`src/rtl/seq_hit_monitor_if.sv`:
```
// Bundles the detector pulse and clear inputs with the monitor's status outputs.
interface seq_hit_monitor_if #(
    parameter int unsigned CNT_W = 8
);
    logic             det;
    logic             clr;
    logic [CNT_W-1:0] total;
    logic [CNT_W-1:0] win_cnt;
    logic             alarm;
    logic             ovf;

    modport master (
        output det,
        output clr,
        input  total,
        input  win_cnt,
        input  alarm,
        input  ovf
    );

    modport slave (
        input  det,
        input  clr,
        output total,
        output win_cnt,
        output alarm,
        output ovf
    );
endinterface

```
`src/rtl/seq_hit_monitor.sv`:
```
// Counts sequence-detector hits and raises a sticky alarm when THRESH hits land in one window.
// Define SEQ_HIT_EDGE_EN to count only 0->1 transitions of det instead of every high cycle.
module seq_hit_monitor #(
    parameter int unsigned CNT_W  = 8,
    parameter int unsigned WINDOW = 16,
    parameter int unsigned THRESH = 2
) (
    input logic             clk,
    input logic             rst,
    seq_hit_monitor_if.slave bus
);
    localparam int unsigned TimerW = (WINDOW > 1) ? $clog2(WINDOW) : 1;
    localparam logic [TimerW-1:0] TimerLoad = TimerW'(WINDOW - 1);
    localparam logic [CNT_W:0] ThreshW = (CNT_W + 1)'(THRESH);

    localparam logic [1:0] StIdle  = 2'd0;
    localparam logic [1:0] StOpen  = 2'd1;
    localparam logic [1:0] StAlarm = 2'd2;

    logic [1:0]        state_q, state_d;
    logic [TimerW-1:0] timer_q, timer_d;
    logic [CNT_W-1:0]  win_q, win_d;
    logic [CNT_W-1:0]  total_q, total_d;
    logic              alarm_q, alarm_d;
    logic              ovf_q, ovf_d;
    logic [CNT_W:0]    win_inc;
    logic              hit;

`ifdef SEQ_HIT_EDGE_EN
    logic det_prev_q;

    always_ff @(posedge clk or negedge rst) begin
        if (!rst) begin
            det_prev_q <= 1'b0;
        end else begin
            det_prev_q <= bus.clr ? 1'b0 : bus.det;
        end
    end

    assign hit = bus.det & ~det_prev_q;
`else
    assign hit = bus.det;
`endif

    assign win_inc = {1'b0, win_q} + 1'b1;

    always_comb begin
        state_d = state_q;
        timer_d = timer_q;
        win_d   = win_q;
        total_d = total_q;
        alarm_d = alarm_q;
        ovf_d   = ovf_q;
        if (bus.clr) begin
            state_d = StIdle;
            timer_d = '0;
            win_d   = '0;
            total_d = '0;
            alarm_d = 1'b0;
            ovf_d   = 1'b0;
        end else begin
            if (hit) begin
                if (total_q == '1) begin
                    ovf_d = 1'b1;
                end else begin
                    total_d = total_q + 1'b1;
                end
            end
            case (state_q)
                StIdle: begin
                    if (hit) begin
                        win_d   = CNT_W'(1);
                        timer_d = TimerLoad;
                        if (THRESH == 1) begin
                            alarm_d = 1'b1;
                            state_d = StAlarm;
                        end else begin
                            state_d = StOpen;
                        end
                    end
                end
                StOpen: begin
                    // Reaching the threshold wins over window expiry in the same cycle.
                    if (hit && (win_inc >= ThreshW)) begin
                        win_d   = win_inc[CNT_W-1:0];
                        alarm_d = 1'b1;
                        state_d = StAlarm;
                    end else if (timer_q == '0) begin
                        if (hit) begin
                            win_d   = CNT_W'(1);
                            timer_d = TimerLoad;
                        end else begin
                            win_d   = '0;
                            state_d = StIdle;
                        end
                    end else begin
                        timer_d = timer_q - 1'b1;
                        if (hit) begin
                            win_d = win_inc[CNT_W-1:0];
                        end
                    end
                end
                StAlarm: begin
                end
                default: state_d = StIdle;
            endcase
        end
    end

    always_ff @(posedge clk or negedge rst) begin
        if (!rst) begin
            state_q <= StIdle;
            timer_q <= '0;
            win_q   <= '0;
            total_q <= '0;
            alarm_q <= 1'b0;
            ovf_q   <= 1'b0;
        end else begin
            state_q <= state_d;
            timer_q <= timer_d;
            win_q   <= win_d;
            total_q <= total_d;
            alarm_q <= alarm_d;
            ovf_q   <= ovf_d;
        end
    end

    assign bus.total   = total_q;
    assign bus.win_cnt = win_q;
    assign bus.alarm   = alarm_q;
    assign bus.ovf     = ovf_q;
endmodule

```
`src/flat_wrapper.sv`:
```
// flat-port wrapper written by rule: the top's interface ports become plain ports
module seq_hit_monitor_flat 
#(
    parameter int unsigned CNT_W  = 8,
    parameter int unsigned WINDOW = 16,
    parameter int unsigned THRESH = 2
)
  (clk, rst, bus_det, bus_clr, bus_total, bus_win_cnt, bus_alarm, bus_ovf);
  seq_hit_monitor_if #(.CNT_W(CNT_W)) bus_i ();
  input logic clk;
  input logic rst;
  input wire logic [$bits(bus_i.det)-1:0] bus_det;
  input wire logic [$bits(bus_i.clr)-1:0] bus_clr;
  output wire logic [$bits(bus_i.total)-1:0] bus_total;
  output wire logic [$bits(bus_i.win_cnt)-1:0] bus_win_cnt;
  output wire logic [$bits(bus_i.alarm)-1:0] bus_alarm;
  output wire logic [$bits(bus_i.ovf)-1:0] bus_ovf;
  assign bus_i.det = bus_det;
  assign bus_i.clr = bus_clr;
  assign bus_total = bus_i.total;
  assign bus_win_cnt = bus_i.win_cnt;
  assign bus_alarm = bus_i.alarm;
  assign bus_ovf = bus_i.ovf;
  seq_hit_monitor #(.CNT_W(CNT_W), .WINDOW(WINDOW), .THRESH(THRESH)) u_core (.clk(clk), .rst(rst), .bus(bus_i));
endmodule
```
`config.mk`:
```
export PLATFORM = sky130hd
export DESIGN_NAME = seq_hit_monitor_flat
export DESIGN_NICKNAME = d
export VERILOG_FILES = /design/src/rtl/seq_hit_monitor_if.sv /design/src/rtl/seq_hit_monitor.sv /design/src/flat_wrapper.sv
export SDC_FILE = /design/constraint.sdc
export NUM_CORES = 1
export LEC_CHECK = 0
export CAP_MARGIN = 25
export CORE_ASPECT_RATIO = 0.9
export CORE_MARGIN = 3
export CORE_UTILIZATION = 54
export DETAILED_ROUTE_END_ITERATION = 10
export PLACE_DENSITY = 0.84
export SLEW_MARGIN = 30
export SYNTH_ARGS = -nofsm -noshare
export SYNTH_HDL_FRONTEND = slang
export SYNTH_SLANG_ARGS = --single-unit
```
`constraint.sdc`:
```
create_clock -name clk -period 2.83 [get_ports clk]
set_input_delay 0.4245 -clock clk [delete_from_list [all_inputs] [get_ports clk]]
set_output_delay 0.4245 -clock clk [all_outputs]
set_load 0.03 [all_outputs]
```
Fig. 1: run 1, met1 routing
Bar = 20 um.
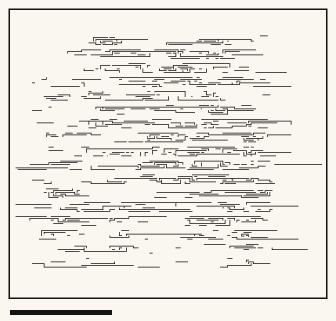
The wires run mostly horizontal. The longest straight run is 23.9 um. The layer holds 42% of the routed length. The layer carries 1,510 um of wire.

Fig. 2: run 1, the metal 2 layer
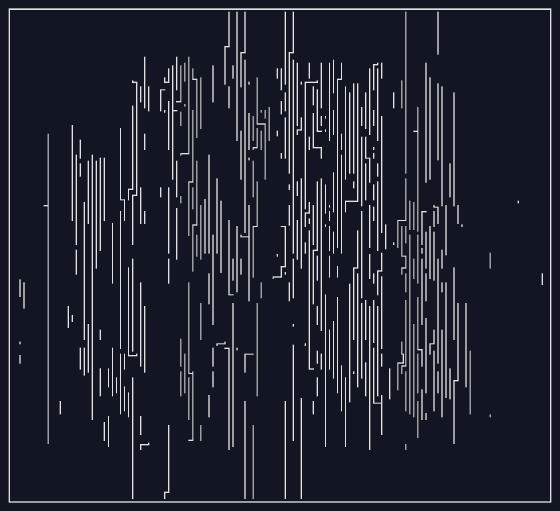
The wires run mostly vertical. The layer carries 1,750 um of wire. The layer holds 49% of the routed length.

Fig. 3: run 1, met3 routing
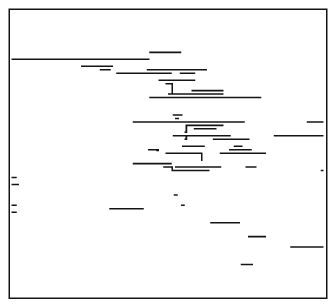
34 nets have wire on it. The layer holds 7.4% of the routed length. The longest straight run is 26.7 um.

Fig. 4: run 1, nets reached from selected ports
Bar = 20 um.
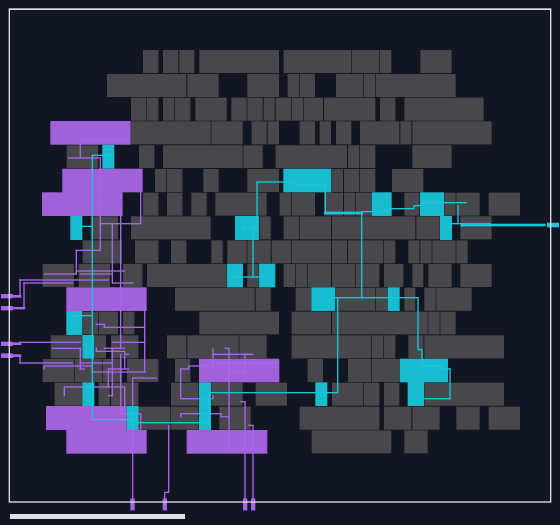
Key: purple = bus_total [bits 8, direction output, end cells 8, wire 290 um]; cyan = bus_clr [bits 1, direction input, end cells 21, wire 183 um]

==> CHANGELOG.md, run 1 <==
### Implementation results

* Comb gates at 130
* Slew Viols, Final at 0
* Worst Setup Path Type: reg -> reg
* Yosys cell types at 44
* Post-layout nets at 200
* Internal power contribution at 0.000564 W
* Fraction of final layout cells with drive strength greater than 1 at 0.105
* Top-level port count at 22
* Mux area share at 0.0140
* Top cells by area: dfrtp_1 40%, nand2_1 5.2%, nor2_1 4.5%
* Routed vias at 1,384
* Placed Instances at 214
* Final non-filler cell total at 218
* Terminus of the critical flop-to-flop path: u_core.timer_q[1]
* Die area at 0.00348 sq mm
* Finished Core Util at 0.711
* Post-synth net total at 176
* Placement Cell Area at 0.00176 sq mm
* Drt drc at 0
* Most common flop cell mapped by yosys: dfrtp_1
* Routed length per placed instance at 16.5 um
* Netlist area before placement at 0.00151 sq mm
* Seq share, synth at 0.397
* Main combinational cell family by area after synthesis: AND-OR/OR-AND gates
* Yosys warnings at 0
* Filler cell count in the final layout at 204
* Count of port buffers added during placement at 21
* First-pass GRT wire length at 6090 um
* Yosys cell count at 167
* Area fraction in full adders, half adders and majority gates at 0.0413
* Diode count at 0
* Startpoint of the worst register-to-register path: u_core.bus.win_cnt[0]
* Overall power of the completed layout at 0.000795 W
* Async set or reset register ratio after synthesis at 1.00
* Count of warning messages emitted by the tools at 28
* Portion of the clock cycle consumed by the worst path in the final layout at 0.838
* Yosys simple share at 0.217
* Layout clock buffer count at 3
* Well tap count at 28
* Overflow left after global routing at 0
* Clock tree from TritonCTS: built
* Seq group at 0.000380 W
* Clock network share of area at 0.0290
* Combinational logic power at 0.000164 W
* Die Wd at 61.8 um
* Data buffer area share at 0.128
* Count leader, synth: dfrtp_1
* Number of standard-cell rows in the floorplan at 17
* FF+latch area at 601 sq um
* Syn_area_per_cell at 9.07 sq um
* EDFF count, synth at 0
* Non-clock inverters at 8
* Unrepaired setup endpoints after global routing: false
* Sw power at 0.000231 W
* Met3 track demand over resource in global routing at 0.0510
* Clock transition time at the flip-flop clock pins of the worst setup and hold paths at 130 ps
* Core Area at 0.00255 sq mm
* Most used standard cells in the synthesized netlist: 24 x dfrtp_1, 21 x nand2_1, 18 x nor2_1
* Relative contribution of combinational cells to total power at 0.206
* Worst Setup SP: u_core.bus.win_cnt[0]
* Clock-net power at 0.000251 W
* Path category of the worst min-delay check: in -> async
* Post-CTS Resized at 0
* Fraction of met1 tracks used by global routing at 0.307
* Largest Pwr Group: registers
* HPWL after DPL at 2580 um
* Flip-flop and latch count after synthesis at 24
* Critical path startpoint category: flop
* Antenna violations before repair at 0
* Leak at 0.714 nW
* Sequential Power Share at 0.478
* Number of instances in the synthesized netlist at 167
* Vias in the first global route at 1,338
* Routed WL at 3600 um
* Flip-flop and latch share of the layout cell area at 0.331
* Routability-driven placement congestion ratio at 0.862
* Number of routed nets with antenna violations at 0
* Worst-path maximum fanout at 8
* Area grow syn2layout at 19.8%
* Drt first pass iters at 4
* Combinational gate area at 863 sq um
* Complex Gates by Area at 0.264
* Y dimension of the die at 56.2 um
* Count of endpoints failing hold in the final timing report at 0
* Top cells excl fill/tap: 24 x dfrtp_1, 21 x nand2_1, 21 x clkdlybuf4s50_1, 18 x nor2_1, 13 x a21oi_1
* Setup violators final at 0
* CTS Root Buffer Type: clkbuf_4
* Combinational share of cell area at 0.476
* Initial DRC Count at 131
* Element type at the critical path end: flop
* Power density over the cells at 438 mW/mm^2
* Met2 GRT Util at 0.365
* Tightest Pin Transition at 813 ps
* Clock buffers created by TritonCTS at 3
* Total Negative Setup Slacks at 0 ps
* Critical Path End: u_core.timer_q[1]
* Crit path DRT at 3060 ps
* FMAX at 422 MHz
* H-tree depth at 1
* Cell taking the most area after synthesis: dfrtp_1
* Setup clock skew after layout at 4.23 ps
* Biggest Area Class: multi-input combinational cells
* Global-route layer with the greatest usage: met2
* FF+latch count at 24
* Clk sink count at 24
* Run status: finished, final reports clean
* Chip area estimate from yosys synthesis at 0.00151 sq mm
* Worst slack at placement at 551 ps
* Slack of the critical path at 460 ps
* Max capacitance violation total at 0
* Deepest clock path buffer count at 2
* Number of buffers inserted by hold repair at cts at 0
* Register-to-Register Path Depth at 7
* Slack of the worst reg-to-reg path at 460 ps
* Remaining max-slew budget at the tightest pin at 0.457
* Pin count of the biggest net entering global routing at 25
* Worst endpoint data arrival time at 2600 ps
* Peak supply drop at 308 uV
* Overall fraction of global-route tracks in use at 0.230
* Leading cell type in the layout, fill and taps excluded: dfrtp_1
* Number of buffers inserted to repair setup after CTS at 0
-- run 1: critical path: stages, from the launching register on --
cell      delay (ps)
dfrtp_1          520
ha_1             350
a21boi_2         200
a21oi_1           90
o32a_4           360
o31ai_2          260
a22oi_1          150
a221oi_2         340
-- run 1: sequential cells by signal (all words and copies together) (netlist names) --
register,cells
u_core.bus.alarm,1
u_core.state_q,2
u_core.bus.win_cnt,8
u_core.bus.ovf,1
u_core.timer_q,4
u_core.bus.total,8
-- run 1: routing by layer --
| layer | vias up | wire length [um] |
|---|---|---|
| li1 | 654 | - |
| met1 | 647 | 1510 |
| met2 | 75 | 1750 |
| met3 | 8 | 264 |
| met4 | 0 | 69 |
| met5 | - | 0 |
==> run 2: changes to the inputs <==
Clock period 2.83 ns to 2.4 ns, I/O delays scaled along.
==> run 2 against run 1 <==
Register-to-register slack worse by 220 ps. Largest cell class unchanged. Design area up 1.0%. Via count decreased by 1.2%. Clock-buffer cell count unchanged. Non-clock buffer count grew 2. Die area is the same. Final cell count increased by 0.92%. Synthesized cell count stayed put. Clock skew down 0.97 ps. Largest power group unchanged. Sequential share of layout area shrank 0.27 points. Critical path depth stayed put. Synthesized area is the same.
==> CHANGELOG.md, run 2 <==
### Implementation results

* Run status: finished, final reports clean
* Diode count at 0 (unchanged)
* Cell with the biggest individual delay on the critical path: dfrtp_2
* DR WL met2 at 1800 um (+2.6%)
* Internal power contribution at 0.000671 W (+19%)
* Hold WS at 355 ps
* Layout clock buffer count at 3 (unchanged)
* Clk sink count at 24 (unchanged)
* Y dimension of the die at 56.2 um (unchanged)
* Delay of the slowest critical-path stage at 460 ps (-60 ps)
* Seq share, synth at 0.397 (unchanged)
* Flip-flop and latch share of the layout cell area at 0.328 (-0.00271)
* Number of standard-cell rows in the floorplan at 17 (unchanged)
* Met3 track demand over resource in global routing at 0.0534 (+0.00232)
* Cell taking the most area after synthesis: dfrtp_1
* Worst endpoint data arrival time at 2400 ps (-200 ps)
* CTS Root Buffer Type: clkbuf_4
* Core Area at 0.00255 sq mm (unchanged)
* Number of buffers inserted by hold repair at cts at 0 (unchanged)
* Drt drc at 0 (unchanged)
* Post-synth net total at 176 (unchanged)
* Peak supply drop at 448 uV (+45%)
* Die area at 0.00348 sq mm (unchanged)
* Leak at 0.720 nW (+0.84%)
* Well tap count at 28 (unchanged)
* EDFF count, synth at 0 (unchanged)
* Die Wd at 61.8 um (unchanged)
* H-tree depth at 1 (unchanged)
* Clock-net power at 0.000309 W (+23%)
* Portion of the clock cycle consumed by the worst path in the final layout at 0.902 (+0.0646)
* Slew Viols, Final at 0 (unchanged)
* Area grow syn2layout at 21.1%
* Yosys warnings at 0 (unchanged)
* First-pass GRT wire length at 6220 um (+2.3%)
* Wire length the detailed router placed on met1 at 1610 um (+6.5%)
* Count of warning messages emitted by the tools at 28 (unchanged)
* Worst slack at placement at 153 ps (-398 ps)
* Path category of the worst min-delay check: in -> async
* Count of endpoints failing hold in the final timing report at 0 (unchanged)
* Top-level port count at 22 (unchanged)
* Unrepaired setup endpoints after global routing: false
* Final non-filler cell total at 220 (+0.92%)
* Antenna violations before repair at 0 (unchanged)
* Combinational share of cell area at 0.472 (-0.00351)
* Power density over the cells at 522 mW/mm^2 (+19%)
* Relative contribution of combinational cells to total power at 0.210 (+0.004)
* Flip-flop and latch count after synthesis at 24 (unchanged)
* Clock network share of area at 0.0287 (-0.000297)
* Count of port buffers added during placement at 21 (unchanged)
* Non-clock inverters at 8 (unchanged)
* Number of instances in the synthesized netlist at 167 (unchanged)
* Top metal layer carrying routed signals: met4
* Overflow left after global routing at 0 (unchanged)
* FF+latch count at 24 (unchanged)
* Clock buffers created by TritonCTS at 3 (unchanged)
* Crit path DRT at 2630 ps (-430 ps)
* Deepest clock path buffer count at 2 (unchanged)
* Sum of buffers and inverters on the critical path at 0 (unchanged)
* HPWL after DPL at 2640 um (+2.2%)
* Data buffer area share at 0.135 (+0.00688)
* Met3 WL post-DR at 243 um (-8.0%)
* FF+latch area at 602 sq um (+0.21%)
* Sw power at 0.000286 W (+24%)
* Comb gates at 130 (unchanged)
* Largest Pwr Group: registers
* Total Negative Setup Slacks at 0 ps (unchanged)
* Element type at the critical path end: flop
* Syn_area_per_cell at 9.07 sq um (unchanged)
* Filler cell count in the final layout at 200 (-2.0%)
* Leading cell type in the layout, fill and taps excluded: dfrtp_1
* Overall power of the completed layout at 0.000957 W (+20%)
* Worst-path maximum fanout at 7 (-1)
* Max capacitance violation total at 0 (unchanged)
* Clock transition time at the flip-flop clock pins of the worst setup and hold paths at 150 ps (+20 ps)
* Chip area estimate from yosys synthesis at 0.00151 sq mm (unchanged)
* Netlist area before placement at 0.00151 sq mm (unchanged)
* Clock tree from TritonCTS: built
* Seq group at 0.000447 W (+18%)
* Vias in the first global route at 1,289 (-3.7%)
* Top cells by area: dfrtp_1 40%, nand2_1 5.2%, nor2_1 4.5%
* Combinational gate area at 866 sq um (+0.29%)
* Remaining max-slew budget at the tightest pin at 0.640 (+0.183)
* Routed WL at 3720 um (+3.5%)
* Top cells excl fill/tap: 23 x dfrtp_1, 21 x nand2_1, 21 x clkdlybuf4s50_1, 18 x nor2_1, 13 x a21oi_1
* Placement Cell Area at 0.00178 sq mm (+0.85%)
* Yosys cell types at 44 (unchanged)
* Post-layout nets at 202 (+1.0%)
* Sequential Power Share at 0.467 (-0.011)
* Routed length per placed instance at 16.9 um (+2.5%)
* Initial DRC Count at 144 (+9.9%)
* Biggest Area Class: multi-input combinational cells
* Most used standard cells in the synthesized netlist: 24 x dfrtp_1, 21 x nand2_1, 18 x nor2_1
* Combinational logic power at 0.000201 W (+23%)
* Number of routed nets with antenna violations at 0 (unchanged)
* Placed Instances at 216 (+0.93%)
* Drt first pass iters at 4 (unchanged)
* Tightest Pin Transition at 539 ps (-274 ps)
* Number of buffers inserted to repair setup after CTS at 0 (unchanged)
[run 2: cells by family after synthesis]
group           synth area share
flops                      0.397
mux                       0.0140
buf+inv                   0.0331
compound gates             0.264
xor+xnor                  0.0347
simple gates               0.217
fa+ha+maj                 0.0413
[run 2: final timing paths]
kind,startpoint,to,slack [ps],depth (start not counted)
worst max register to register,u_core.bus.win_cnt[1],u_core.bus.win_cnt[4],230,7
max in group asynchronous,rst,u_core.bus.win_cnt[1],1800,2
worst min-delay path,rst,u_core.timer_q[3],360,2
worst min register to register,u_core.bus.alarm,u_core.bus.alarm,520,2
min in group clk,u_core.bus.alarm,u_core.bus.alarm,520,2
worst max-delay path,u_core.bus.win_cnt[1],u_core.bus.win_cnt[4],230,7
Fig. 5: run 2, nets reached from selected ports
Bar = 20 um.
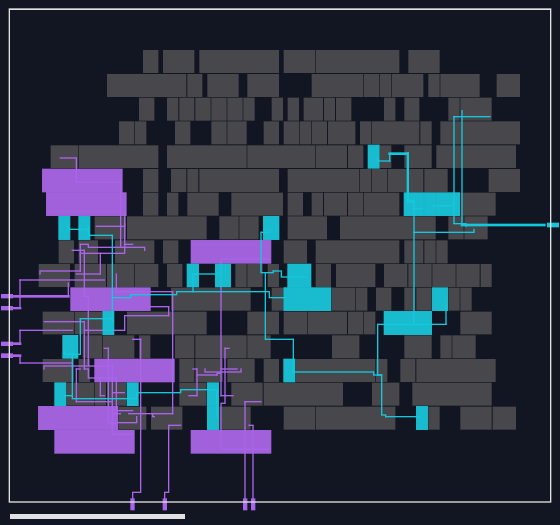
Key: cyan = bus_clr [bits 1, direction input, end cells 21, wire 218 um]; purple = bus_total [bits 8, direction output, end cells 8, wire 319 um]

Fig. 6: run 2, congestion heat map
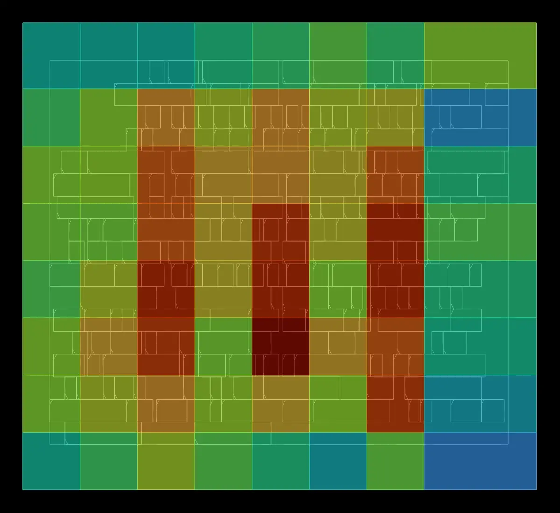
overall fraction of global-route tracks in use: 0.239
fraction of met1 tracks used by global routing: 0.320

Power and IR drop assume default switching activity.
